Clock distribution:
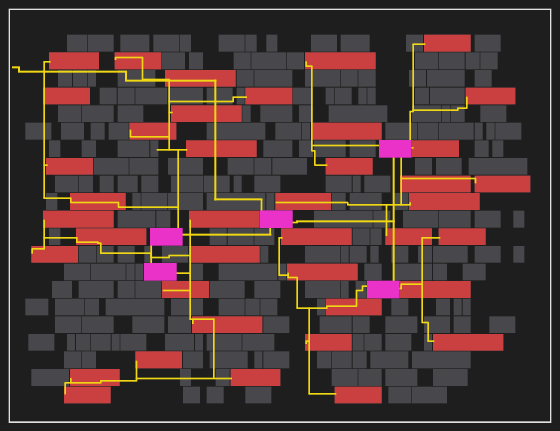
Metal layers overlaid:
The bar under the picture is 20 um long.
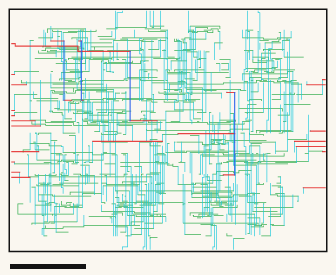
Design pulse_stretcher, sky130hd; sources not shown.
==> report_table.html <==
<h2>Synthesis and place &amp; route</h2>
<table>
<tr><th>Metric</th><th>Value</th></tr>
<tr><th colspan="2">Drt</th></tr>
<tr><td>Via density per instance</td><td>between 5 and 6</td></tr>
<tr><td>Starting DRT DRC Count</td><td>61</td></tr>
<tr><td>Number of nets with antenna violations after detailed routing</td><td>0</td></tr>
<tr><td>Detailed Routing Iterations Pass 1</td><td>3</td></tr>
<tr><td>DRC</td><td>0</td></tr>
<tr><th colspan="2">STA</th></tr>
<tr><td>Least-Margin Pin Slew</td><td>approximately 400 ps</td></tr>
<tr><td>Slew Limit Headroom</td><td>73.36%</td></tr>
<tr><td>Cycle use final</td><td>a little under nine tenths</td></tr>
<tr><td>Count of endpoints failing hold in the final timing report</td><td>0</td></tr>
<tr><td>Period minus WS final</td><td>about 1300 ps</td></tr>
<tr><td>Fmax</td><td>0.7541 GHz</td></tr>
<tr><td>Setup TNS</td><td>0 ps</td></tr>
<tr><td>RSZ-0062 raised after global routing</td><td>yes</td></tr>
<tr><td>Worst Hold Margin</td><td>493.8 ps</td></tr>
<tr><td>Final number of max-transition violations</td><td>0</td></tr>
<tr><td>Setup-violating endpoint count in the final report</td><td>0</td></tr>
<tr><th colspan="2">Clock network</th></tr>
<tr><td>Clock transition at the register clock pins on the worst setup and hold paths after CTS</td><td>roughly 80 ps</td></tr>
<tr><td>H-tree Lvls</td><td>2</td></tr>
<tr><td>Count of clock tree sinks</td><td>about 40</td></tr>
<tr><td>Max clock buf depth</td><td>2</td></tr>
<tr><td>TritonCTS Buffers</td><td>5</td></tr>
<tr><td>TritonCTS clock tree</td><td>built</td></tr>
<tr><td>Hold-fix buffer count after cts</td><td>0</td></tr>
<tr><td>Root cell of the clock tree</td><td>sky130_fd_sc_hd__clkbuf_8</td></tr>
<tr><th colspan="2">Die</th></tr>
<tr><td>Initial standard-cell utilization of the core</td><td>41.94%</td></tr>
<tr><td>I/O pin cnt</td><td>34</td></tr>
<tr><td>Die Footprint</td><td>5311 sq um</td></tr>
<tr><td>Die W</td><td>between 80 and 90 um</td></tr>
<tr><td>Die Y-Extent</td><td>between 60 and 70 um</td></tr>
<tr><td>Core area</td><td>about 4500 sq um</td></tr>
<tr><td>Row count</td><td>21</td></tr>
<tr><th colspan="2">Yosys</th></tr>
<tr><td>Cell type with the largest total area</td><td>sky130_fd_sc_hd__dfxtp_1</td></tr>
<tr><td>Async S/R FF share, synth</td><td>0%</td></tr>
<tr><td>Synth area leaders</td><td>sky130_fd_sc_hd__dfxtp_1, sky130_fd_sc_hd__edfxtp_1, sky130_fd_sc_hd__nand2b_1, sky130_fd_sc_hd__a221oi_1, sky130_fd_sc_hd__inv_1</td></tr>
<tr><td>Instance count of the mapped netlist</td><td>180</td></tr>
<tr><td>XOR/XNOR Fraction of Synth Area</td><td>3.696%</td></tr>
<tr><td>Most used standard cells in the synthesized netlist</td><td>sky130_fd_sc_hd__inv_1, sky130_fd_sc_hd__dfxtp_1, sky130_fd_sc_hd__nand2b_1, sky130_fd_sc_hd__edfxtp_1, sky130_fd_sc_hd__a221oi_1</td></tr>
<tr><td>Count of cell types in the netlist</td><td>16</td></tr>
<tr><td>Chip area line of the yosys report</td><td>about 1900 sq um</td></tr>
<tr><td>Largest family of logic cells by area</td><td>AND-OR/OR-AND gates</td></tr>
<tr><td>Synth mux share</td><td>0%</td></tr>
<tr><td>Fraction of the yosys area taken by sequential cells</td><td>50.69%</td></tr>
<tr><td>Adder-cell share of the synthesized area</td><td>under 10%</td></tr>
<tr><td>Synth Area in Simple Gates</td><td>roughly 15%</td></tr>
<tr><td>Synthesized netlist net count</td><td>about 200</td></tr>
<tr><td>Post-Synthesis Mean Instance Area</td><td>between 10 and 15 sq um</td></tr>
<tr><td>Yosys synthesis warning count</td><td>0</td></tr>
<tr><td>Share of synthesized cell area in and-or and or-and compound cells</td><td>between 10% and 20%</td></tr>
<tr><td>Most used standard cell by instance count after synthesis</td><td>sky130_fd_sc_hd__inv_1</td></tr>
<tr><td>Number of synthesized flops with an enable pin</td><td>16</td></tr>
<tr><td>Total standard cell area after synthesis</td><td>1896 sq um</td></tr>
<tr><td>Yosys Instances</td><td>between 150 and 200</td></tr>
<tr><td>Synth Register Bits</td><td>around 40</td></tr>
<tr><td>Ys flop type</td><td>sky130_fd_sc_hd__dfxtp_1</td></tr>
<tr><td>Dominant cell area share</td><td>25.35%</td></tr>
<tr><th colspan="2">Final layout</th></tr>
<tr><td>Number of inserted diodes</td><td>0</td></tr>
<tr><td>Layout-stage area growth over the synthesis result</td><td>71.88%</td></tr>
<tr><td>Layout Nets</td><td>about 280</td></tr>
<tr><td>Ratio of cells with drive above 1 in the final layout</td><td>roughly two thirds</td></tr>
<tr><td>Largest register FFs</td><td>16</td></tr>
<tr><th colspan="2">Global routing</th></tr>
<tr><td>Maximum number of pins on one net before global-route repair</td><td>13</td></tr>
<tr><td>Via count of the first global-routing pass</td><td>approximately 1700</td></tr>
<tr><td>Number of antenna violations at the first check in global routing</td><td>0</td></tr>
<tr><td>First-pass GRT wire length</td><td>7.645 mm</td></tr>
<tr><td>Global-route congestion overflow total</td><td>0</td></tr>
<tr><th colspan="2">Power</th></tr>
<tr><td>Maximum resistive drop on vdd</td><td>about 1100 uV</td></tr>
<tr><td>Pwr Density</td><td>around 2300 nW/um^2</td></tr>
<tr><td>Total power</td><td>7493 uW</td></tr>
<tr><td>Leak Pwr</td><td>approximately 0.0014 uW</td></tr>
<tr><th colspan="2">Worst setup path</th></tr>
<tr><td>Highest fanout seen on the critical path</td><td>3</td></tr>
<tr><td>Crit-path slowest cell</td><td>sky130_fd_sc_hd__edfxtp_1</td></tr>
<tr><td>Critical Path, Cell by Cell</td><td>inv_2, ha_4, buf_6, nand2b_4, nand3b_1</td></tr>
<tr><td>Arr. time, crit path</td><td>1300 ps</td></tr>
<tr><td>Startpoint-to-endpoint class of the critical path</td><td>reg2reg</td></tr>
<tr><td>Slowest cell delay on critical path</td><td>420 ps</td></tr>
<tr><td>Number of gates on the worst path with buffers counted</td><td>5</td></tr>
<tr><td>Critical Path End Type</td><td>flip-flop</td></tr>
<tr><td>Crit path required time</td><td>1520 ps</td></tr>
<tr><td>Kind of cell adding the most delay to the critical path</td><td>flip-flops</td></tr>
<tr><td>Minimum setup slack among reg-to-reg paths</td><td>roughly 220 ps</td></tr>
<tr><td>Crit path launch type</td><td>flip-flop</td></tr>
<tr><td>Worst reg-to-reg path cell count</td><td>5</td></tr>
<tr><td>Total buffers and inverters traversed by the critical path</td><td>2</td></tr>
<tr><th colspan="2">Job</th></tr>
<tr><td>OpenROAD warning count</td><td>29</td></tr>
<tr><td>Count of max-cap constraint violations</td><td>0</td></tr>
<tr><th colspan="2">Placed design</th></tr>
<tr><td>Half-perimeter wire length after detailed placement</td><td>2.855 mm</td></tr>
<tr><td>Number of buffers added on ports</td><td>33</td></tr>
<tr><td>Final GP Congestion</td><td>between 0.7 and 0.8</td></tr>
<tr><th colspan="2">Min path</th></tr>
<tr><td>WHS Path Cells</td><td>3</td></tr>
<tr><td>Worst hold path type</td><td>in2reg</td></tr>
<tr><th colspan="2">Status</th></tr>
<tr><td>Result of the run</td><td>complete, no violations</td></tr>
</table>
About 'clock distribution':
Yellow is clock wires, length 530 um. Red is flip-flops, count 40. Magenta is clock drivers, count 5.
Position of the flops: widely spread.
part of the power in the clock network: 9.0%
clock network latency to the later pin of the worst-skew pair: 290 ps
clock-net power: 671 uW

About 'metal layers overlaid':
Red is metal 3, wire length 151 um. Cyan is metal 2, wire length 2380 um. Green is metal 1, wire length 2200 um. Blue is metal 4, wire length 71.4 um.
final routed wire length divided by cell count: 14.90 um
total wire length: 4.799 mm
aggregate global-route resource usage: 18.19%
via count: 1660

stage by stage:
stage | cell area (sq um) | worst slack [ps] | std cells | utilization, %
CTS | 3019 | 235.2 | 307 | 66.81
finish | 3258 | 223.9 | 322 | 72.09
detailed placement | 2430 | -64.94 | 270 | 53.77
floorplan | 2028 | 406.5 | 180 | -
global placement | 2430 | -55.29 | 270 | 53.77
global route | 3258 | 164.7 | 322 | 72.09
what timing repair did:
item | 4_1_cts | 5_1_grt
buffers inserted | 29 | 15
pin swaps | 20 | 10
gates resized | 164 | 44
endpoints found under the setup margin | 71 | 76
metal layers:
| layer | GRT usage, % | wire, um |
|---|---|---|
| met5 | 0 | 0 |
| met4 | 5.847 | 71 |
| met1 | 23.01 | 2199 |
| met3 | 4.718 | 151 |
| met2 | 30.65 | 2377 |
layout make-up:
class	count	area, sq um
fillers	313	1261
multi-input cells	104	1239
flip-flops and latches	40	980.9
repair buffers	77	705.7
inverters	32	135.1
clock buffers	7	76.32
well taps	57	71.32
plain buffers	4	45.04
clock inverters	1	5.005
layout by cell type, fill, tap and decap left out, drive strengths merged:
| cell type | instances |
|---|---|
| buf | 67 |
| inv | 32 |
| nand2b | 24 |
| dfxtp | 24 |
| edfxtp | 16 |
| a221oi | 15 |
| clkbuf | 11 |
| clkdlybuf4s50 | 9 |
| a211oi | 9 |
| xnor2 | 8 |
| nor2b | 8 |
| nand3b | 8 |
| ha | 8 |
| a21oi | 8 |
| nor2 | 8 |
| a311oi | 8 |
| clkinv | 1 |
| clkdlybuf4s15 | 1 |
report_power, final:
group | switching [uW] | internal (uW) | total, uW
Clock | 355 | 316 | 671
Sequential | 370 | 1670 | 2040
Combinational | 2080 | 2700 | 4780
Power is estimated from default activity; no workload was simulated.
